run_1/gates.png
Scale bar: 20 um.
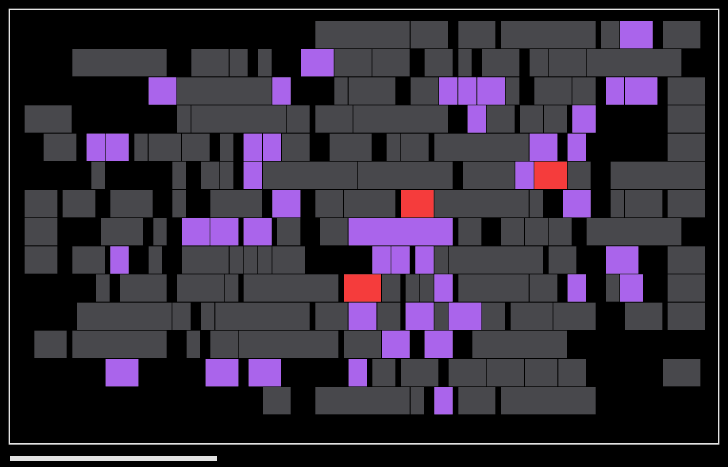
run_1/layers.png
Two of the layers only.
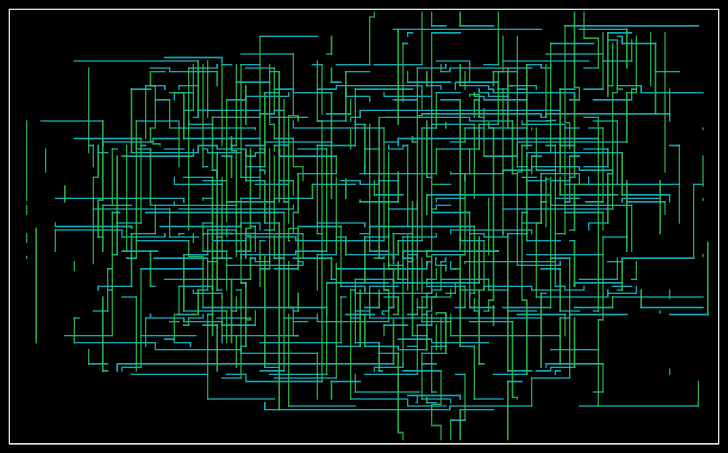
run_1/pinout.png
Pins as bars across the die edge, other pins in gray.
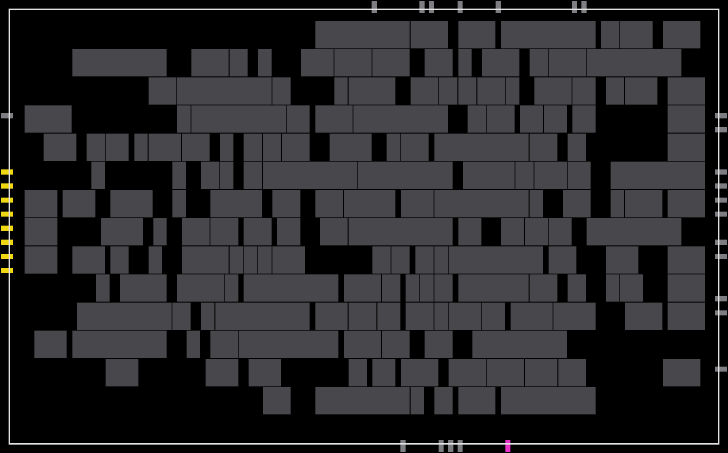
run_1/ff_map.png
Scale bar: 20 um. Other sequential cells in the stronger gray, the rest of the logic in the fainter gray.
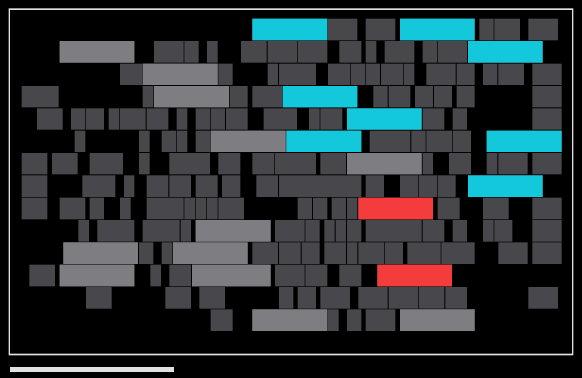
<file path="src/rtl/mode_seq_pkg.sv">
// Shared types and constants for the mode sequencer and its downstream stage.
// Holds the mode_t control encoding, the controller state set and the default widths.
package mytypes;

  localparam int DW   = 8;
  localparam int LENW = 8;

  typedef enum logic {
    start = 1'b0,
    done  = 1'b1
  } mode_t;

  typedef enum logic [1:0] {
    IDLE   = 2'd0,
    RUN    = 2'd1,
    FINISH = 2'd2
  } ctrl_state_t;

endpackage

</file>
<file path="src/rtl/mode_seq_if.sv">
// Beat stream from the sequencer to the mode-consuming stage.
// The master drives mode, data and valid; the slave answers with ready.
interface mode_seq_if #(
  parameter int DW = mytypes::DW
);
  import mytypes::*;

  mode_t         mode;
  logic [DW-1:0] data_out;
  logic          valid;
  logic          ready;

  modport master (
    output mode,
    output data_out,
    output valid,
    input  ready
  );

  modport slave (
    input  mode,
    input  data_out,
    input  valid,
    output ready
  );

endinterface

</file>
<file path="src/rtl/mode_seq_beat_counter.sv">
// Loadable down-counter tracking the beats still owed in the current transfer.
// o_last flags the final beat so the controller exits before the count can underflow.
module beat_counter #(
  parameter int LENW = mytypes::LENW
) (
  input  logic            clk,
  input  logic            rst_n,
  input  logic            i_load,
  input  logic [LENW-1:0] i_load_val,
  input  logic            i_dec,
  output logic            o_last
);

  logic [LENW-1:0] r_rem;

  // NOTE: state is cleared on the asynchronous edge of rst_n, so the counter is
  // already zero before the first clock after reset; no synchronous clear is needed.
  always_ff @(posedge clk or negedge rst_n) begin
    if (!rst_n) begin
      r_rem <= '0;
    end else if (i_load) begin
      r_rem <= i_load_val;
    end else if (i_dec) begin
      r_rem <= r_rem - 1'b1;
    end
  end

  assign o_last = (r_rem == LENW'(1));

endmodule

</file>
<file path="src/rtl/mode_seq.sv">
// Upstream sequencer: on go, emits len beats counting up from seed with mode=start,
// then returns mode=done and pulses done_pulse for one cycle. All outputs registered.
module mode_seq #(
  parameter int DW   = mytypes::DW,
  parameter int LENW = mytypes::LENW
) (
  input  logic            clk,
  input  logic            rst_n,
  input  logic            go,
  input  logic [LENW-1:0] len,
  input  logic [DW-1:0]   seed,
  output logic            busy,
  output logic            done_pulse,
  mode_seq_if.master      bus
);
  import mytypes::*;

  ctrl_state_t   r_state;
  mode_t         r_mode;
  logic          r_busy;
  logic          r_valid;
  logic          r_done_pulse;
  logic [DW-1:0] r_data;

  logic w_load;
  logic w_dec;
  logic w_last;

  // A zero-length request never loads the counter; it goes straight to FINISH.
  assign w_load = (r_state == IDLE) && go && (len != '0);
  assign w_dec  = (r_state == RUN) && r_valid && bus.ready;

  beat_counter #(
    .LENW (LENW)
  ) u_rem (
    .clk        (clk),
    .rst_n      (rst_n),
    .i_load     (w_load),
    .i_load_val (len),
    .i_dec      (w_dec),
    .o_last     (w_last)
  );

  // NOTE: every register here uses non-blocking assignment so all of them update
  // together from the pre-edge values; blocking would let later lines see new state.
  always_ff @(posedge clk or negedge rst_n) begin
    if (!rst_n) begin
      r_state      <= IDLE;
      r_mode       <= done;
      r_busy       <= 1'b0;
      r_valid      <= 1'b0;
      r_done_pulse <= 1'b0;
      r_data       <= '0;
    end else begin
      // NOTE: defaulting the pulse low first makes it single-cycle by construction;
      // only the transition into FINISH raises it.
      r_done_pulse <= 1'b0;
      case (r_state)
        IDLE: begin
          if (go) begin
            r_busy <= 1'b1;
            if (len != '0) begin
              r_state <= RUN;
              r_mode  <= start;
              r_valid <= 1'b1;
              r_data  <= seed;
            end else begin
              r_state      <= FINISH;
              r_done_pulse <= 1'b1;
            end
          end
        end
        RUN: begin
          // go is deliberately not looked at here; a stalled beat holds data and count.
          if (w_dec) begin
            r_data <= r_data + 1'b1;
            if (w_last) begin
              r_state      <= FINISH;
              r_mode       <= done;
              r_valid      <= 1'b0;
              r_done_pulse <= 1'b1;
            end
          end
        end
        FINISH: begin
          r_state <= IDLE;
          r_busy  <= 1'b0;
        end
        default: begin
          r_state <= IDLE;
          r_mode  <= done;
          r_busy  <= 1'b0;
          r_valid <= 1'b0;
        end
      endcase
    end
  end

  assign bus.mode     = r_mode;
  assign bus.data_out = r_data;
  assign bus.valid    = r_valid;
  assign busy         = r_busy;
  assign done_pulse   = r_done_pulse;

  // A presented beat stays presented, unchanged, until the consumer takes it.
  a_valid_hold : assert property (@(posedge clk) disable iff (!rst_n)
    (r_valid && !bus.ready) |=> (r_valid && $stable(r_data)));

  a_pulse_single : assert property (@(posedge clk) disable iff (!rst_n)
    r_done_pulse |=> !r_done_pulse);

endmodule

</file>
<file path="src/flat_wrapper.sv">
// flat-port wrapper written by rule: the top's interface ports become plain ports
module mode_seq_flat import mytypes::*;
#(
  parameter int DW   = mytypes::DW,
  parameter int LENW = mytypes::LENW
)
  (clk, rst_n, go, len, seed, busy, done_pulse, bus_mode, bus_data_out, bus_valid, bus_ready);
  mode_seq_if #(.DW(DW)) bus_i ();
  input  logic clk;
  input  logic rst_n;
  input  logic go;
  input  logic [LENW-1:0] len;
  input  logic [DW-1:0] seed;
  output logic busy;
  output logic done_pulse;
  output wire logic [$bits(bus_i.mode)-1:0] bus_mode;
  output wire logic [$bits(bus_i.data_out)-1:0] bus_data_out;
  output wire logic [$bits(bus_i.valid)-1:0] bus_valid;
  input wire logic [$bits(bus_i.ready)-1:0] bus_ready;
  assign bus_mode = bus_i.mode;
  assign bus_data_out = bus_i.data_out;
  assign bus_valid = bus_i.valid;
  assign bus_i.ready = bus_ready;
  mode_seq #(.DW(DW), .LENW(LENW)) u_core (.clk(clk), .rst_n(rst_n), .go(go), .len(len), .seed(seed), .busy(busy), .done_pulse(done_pulse), .bus(bus_i));
endmodule
</file>
<file path="config.mk">
export PLATFORM = sky130hd
export DESIGN_NAME = mode_seq_flat
export DESIGN_NICKNAME = d
export VERILOG_FILES = /design/src/rtl/mode_seq_pkg.sv /design/src/rtl/mode_seq_if.sv /design/src/rtl/mode_seq_beat_counter.sv /design/src/rtl/mode_seq.sv /design/src/flat_wrapper.sv
export SDC_FILE = /design/constraint.sdc
export NUM_CORES = 1
export LEC_CHECK = 0
export CORE_ASPECT_RATIO = 0.6
export CORE_UTILIZATION = 49
export CTS_BUF_LIST = sky130_fd_sc_hd__clkbuf_4 sky130_fd_sc_hd__clkbuf_8
export DETAILED_ROUTE_END_ITERATION = 7
export GPL_TIMING_DRIVEN = 0
export HOLD_SLACK_MARGIN = 0.02
export PLACE_DENSITY = 0.89
export RECOVER_POWER = 50
export SYNTH_ARGS = -nofsm -noshare
export SYNTH_HDL_FRONTEND = slang
export SYNTH_SLANG_ARGS = --single-unit
export TNS_END_PERCENT = 5
</file>
<file path="constraint.sdc">
create_clock -name clk -period 1.8 [get_ports clk]
set_input_delay 0.36 -clock clk [delete_from_list [all_inputs] [get_ports clk]]
set_output_delay 0.36 -clock clk [all_outputs]
set_load 0.02 [all_outputs]
</file>
==> job_summary.md, run 1 <==
## PnR job results

| Metric | Value |
|---|---|
| Result of the run | `finished clean` |
| Max Buffers Root-to-Sink | `2` |
| Detail Route Antenna Nets | `0` |
| Commonest non-fill, non-tap cells in the layout | `dfrtp_1, clkdlybuf4s50_1, nand2_1, nor2_1, o21ai_0` |
| Initial antenna violation count | `0` |
| Aggregate global routing overflow | `0` |
| Period minus WS final | `1760 ps` |
| Final routed DRC violation total | `0` |
| Number of global-route vias before repair | `1,251` |
| Insertion delay at the late pin of the worst-skew pair | `260 ps` |
| Combinational share of power | `54.7%` |
| Yosys stat area | `1290 um2` |
| Invs w/o clock | `3` |
| Largest clock skew in the final design | `3.69 ps` |
| DR iter-0 viols | `136` |
| Crit Reg-Reg Startpoint | `u_core.u_rem.r_rem[0]$_DFFE_PN0P_` |
| Combinational fraction of the cell area | `40.5%` |
| Number of maximum-capacitance violations | `0` |
| Final Instance Area | `1760 um2` |
| Layout area overhead | `36.2%` |
| CTS buffer count | `3` |
| Synth cell count leaders | `dfrtp_1, nand2_1, nor2_1` |
| Hold-fix buffers, CTS | `0` |
| Finish-stage setup viols | `0` |
| Post-synth EDFFs | `0` |
| Worst-case reg-to-reg path depth | `6` |
| Post-DR vias/cell | `6.26` |
| Standby leakage power | `0.000727 uW` |
| Routing usage on met1 | `36.5%` |
| Max-slew violation total from the final report | `0` |
| Sequential power | `955 uW` |
| Max layer used | `met4` |
| Number of H-tree branching levels | `1` |
| Start point of the critical path | `u_core.bus.mode$_DFFE_PN1P_` |
| Critical register-to-register path endpoint | `u_core.u_rem.r_rem[4]$_DFFE_PN0P_` |
| Synth area leaders | `dfrtp_1, o21ai_0, nand2_1` |
| Post-synthesis share of cell area spent on full adders, half adders and majority gates | `2.90%` |
| Net switching power | `1220 uW` |
| Total number of cells along the worst setup path | `1` |
| Largest logic family | `AND-OR/OR-AND gates` |
| Complex Gates by Area | `25.1%` |
| Drt wl/cell | `17.4 um` |
| Port Buf Inserts | `31` |
| Master of the slowest instance on the critical path | `clkdlybuf4s50_1` |
| Clock buffer cells | `4` |
| Tool Warnings | `27` |
| Cell Rows | `14` |
| TritonCTS clock tree | `yes` |
| Post-synth net total | `160` |
| Max-slew headroom | `31.1%` |
| GR Util All Layers | `28.0%` |
| Post-CTS repair timing setup buffer count | `3` |
| Flop-to-flop setup slack | `110 ps` |
| Critical path class | `flop to primary output` |
| Chip Area | `2860 um2` |
| Part of the power in registers | `33.7%` |
| Sequential share of the synthesized area | `42.6%` |
| Most common flop cell mapped by yosys | `dfrtp_1` |
| Worst-path cell chain | `clkdlybuf4s50_1` |
| Routed via count | `1,321` |
| Placed Area | `1650 um2` |
| Final HPWL from detailed placement | `2.52 mm` |
| Total number of nets in the final design | `203` |
| Final worst-path cycle share | `97.6%` |
| Power drawn by the combinational cells | `1550 uW` |
| Final Instance Count excl. Fillers | `211` |
| Number of tapcells | `32` |
| Clock Power Share | `11.6%` |
| Fp_density | `51.7%` |
| Source of the worst hold timing path | `len[5]` |
| Met3 layer usage reported by global route | `7.69%` |
| Worst hold-check slack | `416 ps` |
| Worst Max-Slew Pin Slew | `1030 ps` |
| # Cells Yosys | `137` |
| Yosys top cell by instances | `dfrtp_1` |
| Top delay family on crit path | `buffers and inverters` |
| Count of inserted antenna diode cells | `0` |
| Mux frac, synth | `0.773%` |
| Crit path capture type | `primary output` |
| Root buf cell | `clkbuf_8` |
| Power in the clock group | `330 uW` |
| Worst-case hold path end point | `u_core.u_rem.r_rem[5]$_DFFE_PN0P_` |
| M2 GR Usage | `45.9%` |
| Top power group | `combinational cells` |
| Highest net fanout along the worst path | `3` |
| Register bit count reported by yosys | `22` |
| Placed instance count | `200` |
| Clock sink count | `22` |
| Seq/total area | `31.3%` |
| Total length of routed met2 wires | `1.75 mm` |
| Share of flip-flops with an asynchronous set or reset after synthesis | `100%` |
| Overall power | `2840 uW` |
| Combinational Gates | `107` |
| Most frequent logic cell in the layout | `dfrtp_1` |
| Setup repair after global routing missed its margin | `false` |
| Fill cell total of the finished layout | `189` |
| Met3 Wirelength | `260 um` |
| Area of the core | `2500 um2` |
| Termination of the worst setup path | `bus_mode` |
-- gates.png (at the start) --
legend:
  purple:
    family: aoi and oai cells
    cells: 43
    where: spread over the die
  red:
    family: non-inverting ao/oa cells
    cells: 3

-- layers.png (at the start) --
legend:
  cyan:
    layer: M1
    wire_length: 1,610 um
  green:
    layer: M2
    wire_length: 1,750 um

-- pinout.png (at the start) --
legend:
  yellow:
    port: len
    pins: 8
    direction: input
    edge: west
  magenta:
    port: done_pulse
    pins: 1
    direction: output
    edge: south
all pins by edge: 11 east, 9 west, 7 north, 5 south

-- ff_map.png (at the start) --
legend:
  cyan:
    netlist_name: u_core.bus.data_out
    placed_flops: 8
  red:
    netlist_name: u_core.r_state
    placed_flops: 2

==> inputs of run 2 (changes only) <==
Settings changed: CORE_MARGIN set to 1.
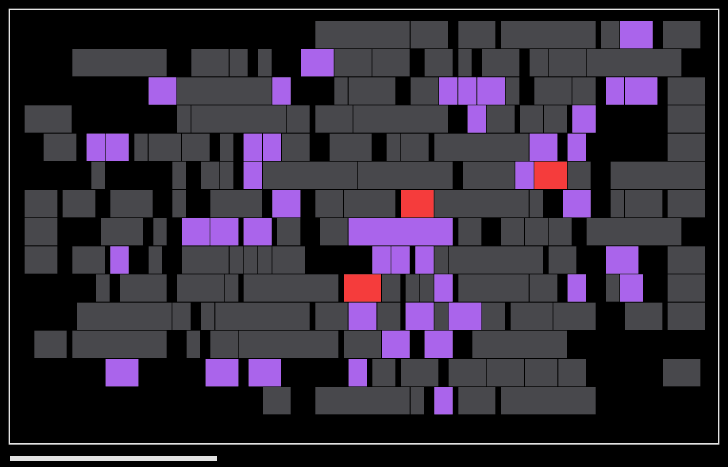
run_2/gates.png
Scale bar: 20 um.
legend:
  red:
    family: non-inverting ao/oa cells
    cells: 3
  purple:
    family: aoi and oai cells
    cells: 43
    where: spread over the die

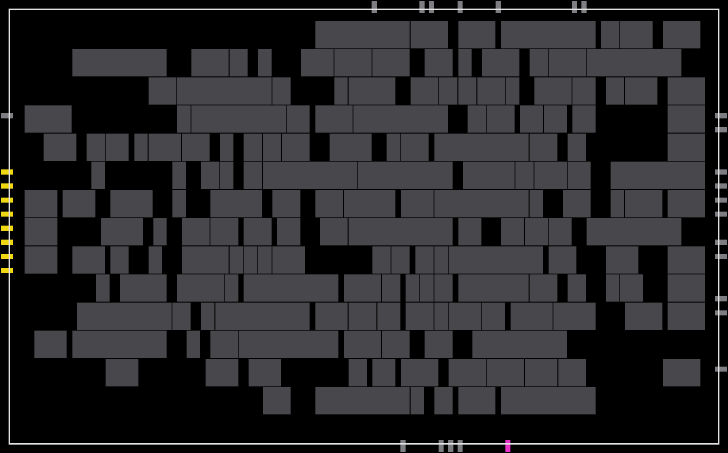
run_2/pinout.png
Pins as bars across the die edge, other pins in gray.
legend:
  yellow:
    port: len
    pins: 8
    direction: input
    edge: west
  magenta:
    port: done_pulse
    pins: 1
    direction: output
    edge: south
all pins by edge: 11 east, 9 west, 7 north, 5 south

==> run 2 against run 1 <==
Die size unchanged. Critical path depth unchanged. Worst hold slack unchanged. Combinational power about the same. Critical endpoint unchanged. Wire length unchanged.
==> job_summary.md, run 2 <==
## PnR job results

| Metric | Value |
|---|---|
| Power drawn by the combinational cells | `1550 uW` |
| GR Util All Layers | `28.0%` |
| Initial antenna violation count | `0` |
| Maximum number of pins on one net before global-route repair | `23` |
| Largest clock skew in the final design | `3.69 ps` |
| Flop-to-flop setup slack | `110 ps` |
| Post-synthesis share of cell area spent on full adders, half adders and majority gates | `2.90%` |
| Clock sink count | `22` |
| Routing usage on met1 | `36.5%` |
| Yosys stat area | `1290 um2` |
| Total length of routed met2 wires | `1.75 mm` |
| Fill cell total of the finished layout | `189` |
| Critical path class | `flop to primary output` |
| Start point of the critical path | `u_core.bus.mode$_DFFE_PN1P_` |
| Chip Area | `2860 um2` |
| Standby leakage power | `0.000727 uW` |
| Final worst-path cycle share | `97.6%` |
| Finish-stage setup viols | `0` |
| Seq/total area | `31.3%` |
| Termination of the worst setup path | `bus_mode` |
| Commonest non-fill, non-tap cells in the layout | `dfrtp_1, clkdlybuf4s50_1, nand2_1, nor2_1, o21ai_0` |
| Share of the synthesized area in the top cell type | `40.6%` |
| Worst hold-check slack | `416 ps` |
| Master of the slowest instance on the critical path | `clkdlybuf4s50_1` |
| Tool Warnings | `27` |
| Post-synth net total | `160` |
| DR iter-0 viols | `136` |
| Critical register-to-register path endpoint | `u_core.u_rem.r_rem[4]$_DFFE_PN0P_` |
| Insertion delay at the late pin of the worst-skew pair | `260 ps` |
| Number of H-tree branching levels | `1` |
| Post-DR vias/cell | `6.26` |
| Register bit count reported by yosys | `22` |
| # Cells Yosys | `137` |
| Crit path capture type | `primary output` |
| Post-synth EDFFs | `0` |
| Aggregate global routing overflow | `0` |
| Count of inserted antenna diode cells | `0` |
| Top power group | `combinational cells` |
| Port Buf Inserts | `31` |
| Hold-fix buffers, CTS | `0` |
| Max Buffers Root-to-Sink | `2` |
| Number of maximum-capacitance violations | `0` |
| Final Instance Count excl. Fillers | `211` |
| Combinational fraction of the cell area | `40.5%` |
| Number of tapcells | `32` |
| Worst-case reg-to-reg path depth | `6` |
| Placed Area | `1650 um2` |
| Area of the core | `2500 um2` |
| Sequential share of the synthesized area | `42.6%` |
| Final Instance Area | `1760 um2` |
| Combinational Gates | `107` |
| Share of flip-flops with an asynchronous set or reset after synthesis | `100%` |
| Overall power | `2840 uW` |
| M2 GR Usage | `45.9%` |
| Total number of nets in the final design | `203` |
| Crit Reg-Reg Startpoint | `u_core.u_rem.r_rem[0]$_DFFE_PN0P_` |
| Power in the clock group | `330 uW` |
| Drt wl/cell | `17.4 um` |
| Invs w/o clock | `3` |
| TritonCTS clock tree | `yes` |
| Layout area overhead | `36.2%` |
| Fp_density | `51.7%` |
| Number of global-route vias before repair | `1,251` |
| Final routed DRC violation total | `0` |
| Met3 Wirelength | `260 um` |
| Result of the run | `finished clean` |
| Period minus WS final | `1760 ps` |
| Complex Gates by Area | `25.1%` |
| Routed via count | `1,321` |
| Setup repair after global routing missed its margin | `false` |
| Most common flop cell mapped by yosys | `dfrtp_1` |
| Detail Route Antenna Nets | `0` |
| Total number of cells along the worst setup path | `1` |
| Mux frac, synth | `0.773%` |
| Highest net fanout along the worst path | `3` |
| Cell Rows | `14` |
| Met3 layer usage reported by global route | `7.69%` |
| CTS buffer count | `3` |
| Max-slew violation total from the final report | `0` |
| Synth area leaders | `dfrtp_1, o21ai_0, nand2_1` |
| Final HPWL from detailed placement | `2.52 mm` |
| Root buf cell | `clkbuf_8` |
Power figures rest on the tool's default switching activity, not on a simulated workload.
